[config.mk]
export PLATFORM = sky130hd
export DESIGN_NAME = clb_split_sequencer
export DESIGN_NICKNAME = d
export VERILOG_FILES = /design/src/rtl/clb_split_sequencer.sv
export SDC_FILE = /design/constraint.sdc
export NUM_CORES = 1
export LEC_CHECK = 0
export ABC_AREA = 1
export CAP_MARGIN = 25
export CORE_ASPECT_RATIO = 1.5
export CORE_UTILIZATION = 49
export DETAILED_ROUTE_END_ITERATION = 8
export PLACE_DENSITY = 0.93
export RECOVER_POWER = 50
export SYNTH_ARGS = -nofsm -noshare
export SYNTH_HDL_FRONTEND = slang
export SYNTH_SLANG_ARGS = --single-unit
[constraint.sdc]
create_clock -name clk -period 3.3 [get_ports clk]
set_clock_uncertainty 0.15 [all_clocks]
set_input_delay 0.66 -clock clk [delete_from_list [all_inputs] [get_ports clk]]
set_output_delay 0.66 -clock clk [all_outputs]
set_load 0.005 [all_outputs]
[src/rtl/clb_split_sequencer.sv]
// Holds one wide word and serializes its two halves onto a narrow valid/ready channel.
// IWIDTH must equal 2*OWIDTH; HI_FIRST picks which half leaves first.
module clb_split_sequencer #(
    parameter int IWIDTH   = 64,
    parameter int OWIDTH   = 32,
    parameter int HI_FIRST = 0,
    parameter int CWIDTH   = 16
) (
    input  logic              clk,
    input  logic              r,
    input  logic              en,
    input  logic              in_valid,
    output logic              in_ready,
    input  logic [IWIDTH-1:0] din,
    output logic              out_valid,
    input  logic              out_ready,
    output logic [OWIDTH-1:0] dout,
    output logic              out_last,
    output logic [CWIDTH-1:0] words_done
);

    typedef enum logic [1:0] {IDLE, FIRST, SECOND} state_t;

    state_t            state, state_nxt;
    logic [IWIDTH-1:0] hold;
    logic [CWIDTH-1:0] cnt;
    logic [OWIDTH-1:0] lo, hi, first_half, second_half;
    logic              in_fire, out_fire;

    assign lo          = hold[OWIDTH-1:0];
    assign hi          = hold[IWIDTH-1:OWIDTH];
    assign first_half  = (HI_FIRST != 0) ? hi : lo;
    assign second_half = (HI_FIRST != 0) ? lo : hi;

    assign in_fire    = in_valid & in_ready;
    assign words_done = cnt;

    always_comb begin
        state_nxt = state;
        out_valid = 1'b0;
        out_last  = 1'b0;
        dout      = first_half;
        out_fire  = 1'b0;
        // in_ready never looks at in_valid so the producer can wait on it safely
        in_ready  = ~r & en & ((state == IDLE) | ((state == SECOND) & out_ready));
        case (state)
            IDLE: begin
                if (in_fire) state_nxt = FIRST;
            end
            FIRST: begin
                out_valid = 1'b1;
                if (out_ready & en) state_nxt = SECOND;
            end
            SECOND: begin
                out_valid = 1'b1;
                out_last  = 1'b1;
                dout      = second_half;
                if (out_ready & en) begin
                    out_fire  = 1'b1;
                    state_nxt = in_fire ? FIRST : IDLE;
                end
            end
            default: state_nxt = IDLE;
        endcase
    end

    always_ff @(posedge clk) begin
        if (r) begin
            state <= IDLE;
            hold  <= '0;
            cnt   <= '0;
        end else begin
            state <= state_nxt;
            if (in_fire) hold <= din;
            if (out_fire) cnt <= cnt + CWIDTH'(1);
        end
    end

endmodule

Met1 routing:
Cells faint in the background.
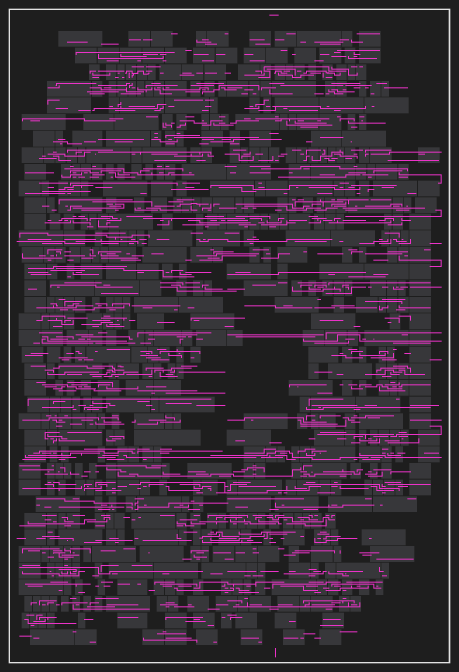
share of all routed wire	39%
nets with wire on the layer	606
via count: 3699
global routing usage on met1: 28.3%
final WL: 9.93 mm

Metal 2:
Scale bar: 20 um.
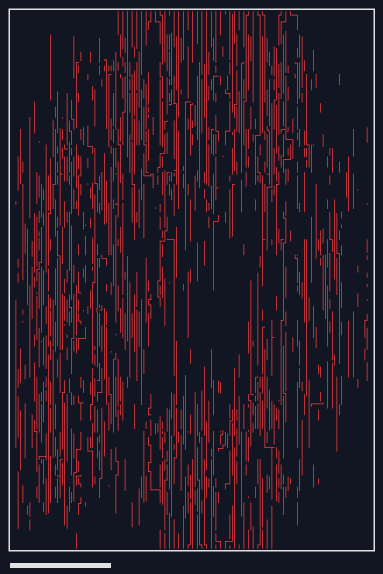
wire length on this layer	5190 um
longest straight run	34.2 um
M2 GR Usage: 48.2%

The metal 3 layer:
Scale bar: 20 um.
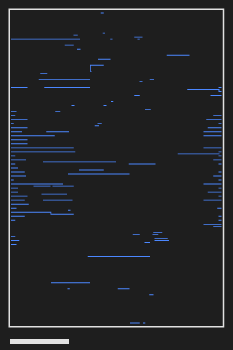
share of all routed wire	5.3%
longest straight run	24.4 um
main direction	horizontal
wire length on this layer	529 um
GR Util met3: 4.98%

==> CHANGELOG.md <==
### Changed

- First-pass GRT wire length: 16.1 mm
- Most instantiated logic cell after routing: clkdlybuf4s50_1
- CTS hold repair buffers: 0
- Latency at later pin: 0.35 ns
- Pwr per Cell Area: 505 nW/um2
- Maximum VDD drop: 0.000434 V
- PnR worst setup slack: 0.280 ns
- # Post-CTS Setup Buffers: 0
- Warnings from Yosys: 0
- Dpl cells: 673
- Synth flops: 82
- WHS: 0.302 ns
- FP Rows: 37
- Top sig layer: met4
- Hold Path Cell Cnt: 2
- Most Used Layer, Global Route: met2
- WL per Instance: 14.4 um
- RSZ-0062 raised after global routing: no
- Hold Path Origin: hold[18]
- Psw: 743 uW
- Fin util: 71.6%
- Clk. pwr: 735 uW
- CP required: 2.49 ns
- Antenna Nets Post-Route: 0
- Vias in the first global route: 3700
- GR Overflow Total: 0
- RR Startpoint: state[0]
- Ant diodes: 0
- P_int: 1770 uW
- H-tree depth: 3
- Top cells, area: dfxtp_1, a21oi_1, nand2_1
- Adders+Majority by Area: 2.09%
- DRC marker count from the first detailed-route iteration: 321
- Area grow syn2layout: 38.8%
- Sequential power: 1100 uW
- Total die size: 7670 um2
- Worst endpoint data arrival time: 2.21 ns
- Cell with the most instances after synthesis: nand2_1
- EDFF count, synth: 0
- Placeable core region: 6940 um2
- Clk pwr share: 29.3%
- Basic Gates by Area: 20.5%
- Avg Cell Area, Syn: 7.17 um2
- End of the worst hold path: hold[18]
- Initial antenna violation count: 0
- Final Setup Violations: 0
- Fp util: 51.6%
- Top power consumer group: registers
- Most common library cells after synthesis: nand2_1, dfxtp_1, a21oi_1, o21ai_0, inv_1
- Top comb family, area: AND-OR/OR-AND gates
- Worst hold path type: flip-flop to flip-flop
- Net count after synthesis: 575
- Most numerous logic cells after layout: clkdlybuf4s50_1, nand2_1, dfxtp_1
- Fmax achieved: 0.331 GHz
- Relative slew slack: 5.48%
- Total chip power: 2510 uW
- Element type at the critical path end: output pin
- Mux frac, synth: 0%
- # DRC: 0
- Startpoint Class: flip-flop
- Synth Seq Share: 45.8%
- Post-synthesis xor/xnor area fraction: 0%
- Setup slack, reg-to-reg: 0.46 ns
- Yosys cell types: 22
- Complex Gates by Area: 21.0%
- Reg-to-reg endpoint: hold[55]
- CTS tree: yes
- Sw Ratio: 29.6%
- Max cap viols: 0
- CP startpoint: state[0]
- Final period utilization: 91.5%
- GR Util All Layers: 26.9%
- Met3 WL: 528 um
- Port Buf Inserts: 119
- Die Wd: 71.8 um
- Clk buf depth: 2
- Final hold vios: 0
- Final HPWL DP: 6.93 mm
- Layout cell share with drive strength beyond 1: 4.75%
- Die height: 107 um
- Maximum number of pins on one net before global-route repair: 64
- Worst slew pin tran: 1.42 ns
- Post-route cell area: 4970 um2
- Syn Inst Count: 500
- Crit path kind: flip-flop to output pin
- Met1 WL: 3.85 mm
- Max-area cell share: 45.8%
- Global placement routability congestion: 0.843
- Top cell type by total area after synthesis: dfxtp_1
- Metal2 WL: 5.19 mm
- Crit path time final: 3.02 ns
- Most common reg cell: dfxtp_1
- Non-filler cells, final: 689
- P_comb: 670 uW
- Chip area in the Yosys report: 3580 um2
- Drt via density: 5.37
- Status: complete, no violations
- DP Worst Slack: 0.432 ns
- # IOs: 120
- Cts bufs inserted: 9
- Flop pwr share: 44.0%
- Asr flop ratio synth: 0%
- Reg clk slew, reported paths: 0.08 ns
- TritonCTS Sinks: 82
- Final net count: 681
- Placed Area: 4780 um2
- Total negative setup slack: 0 ns
- OpenROAD warnings: 30
- Setup crit end: dout[6]
- Mapped Area: 3580 um2
- Reg2reg path depth: 8
- CP Max Fanout: 29
- Lkg Pwr: 0.00182 uW
- Gate power share: 26.7%
- PostCTS Resize Cnt: 0
- Clock root buffer master: clkbuf_8
- First-pass iteration count of the detailed router: 4
- Yosys Instances: 500
- Final Max Slew Viols: 0
[cell type report]
cell class	count	area, um2
Clock buffer	11	151
Sequential cell	82	1640
Tap cell	78	97.6
Timing Repair Buffer	128	1250
Fill cell	539	1970
Multi-Input combinational cell	328	1570
Clock inverter	5	52.6
Inverter	57	214
[worst max-delay path, cell delays in order, from the launching register on]
cell and delay, ns:
dfxtp_1 0.34, inv_1 0.15, ha_4 0.29, buf_4 0.31
nand2_1 0.08, o21ai_0 0.12, clkdlybuf4s50_1 0.56
[state kept, by name, indices dropped and copies added (netlist names)]
| name | cells |
|---|---|
| state | 2 |
| hold | 64 |
| words_done | 16 |
No activity file was given, so power comes from the tool's default toggle rates.
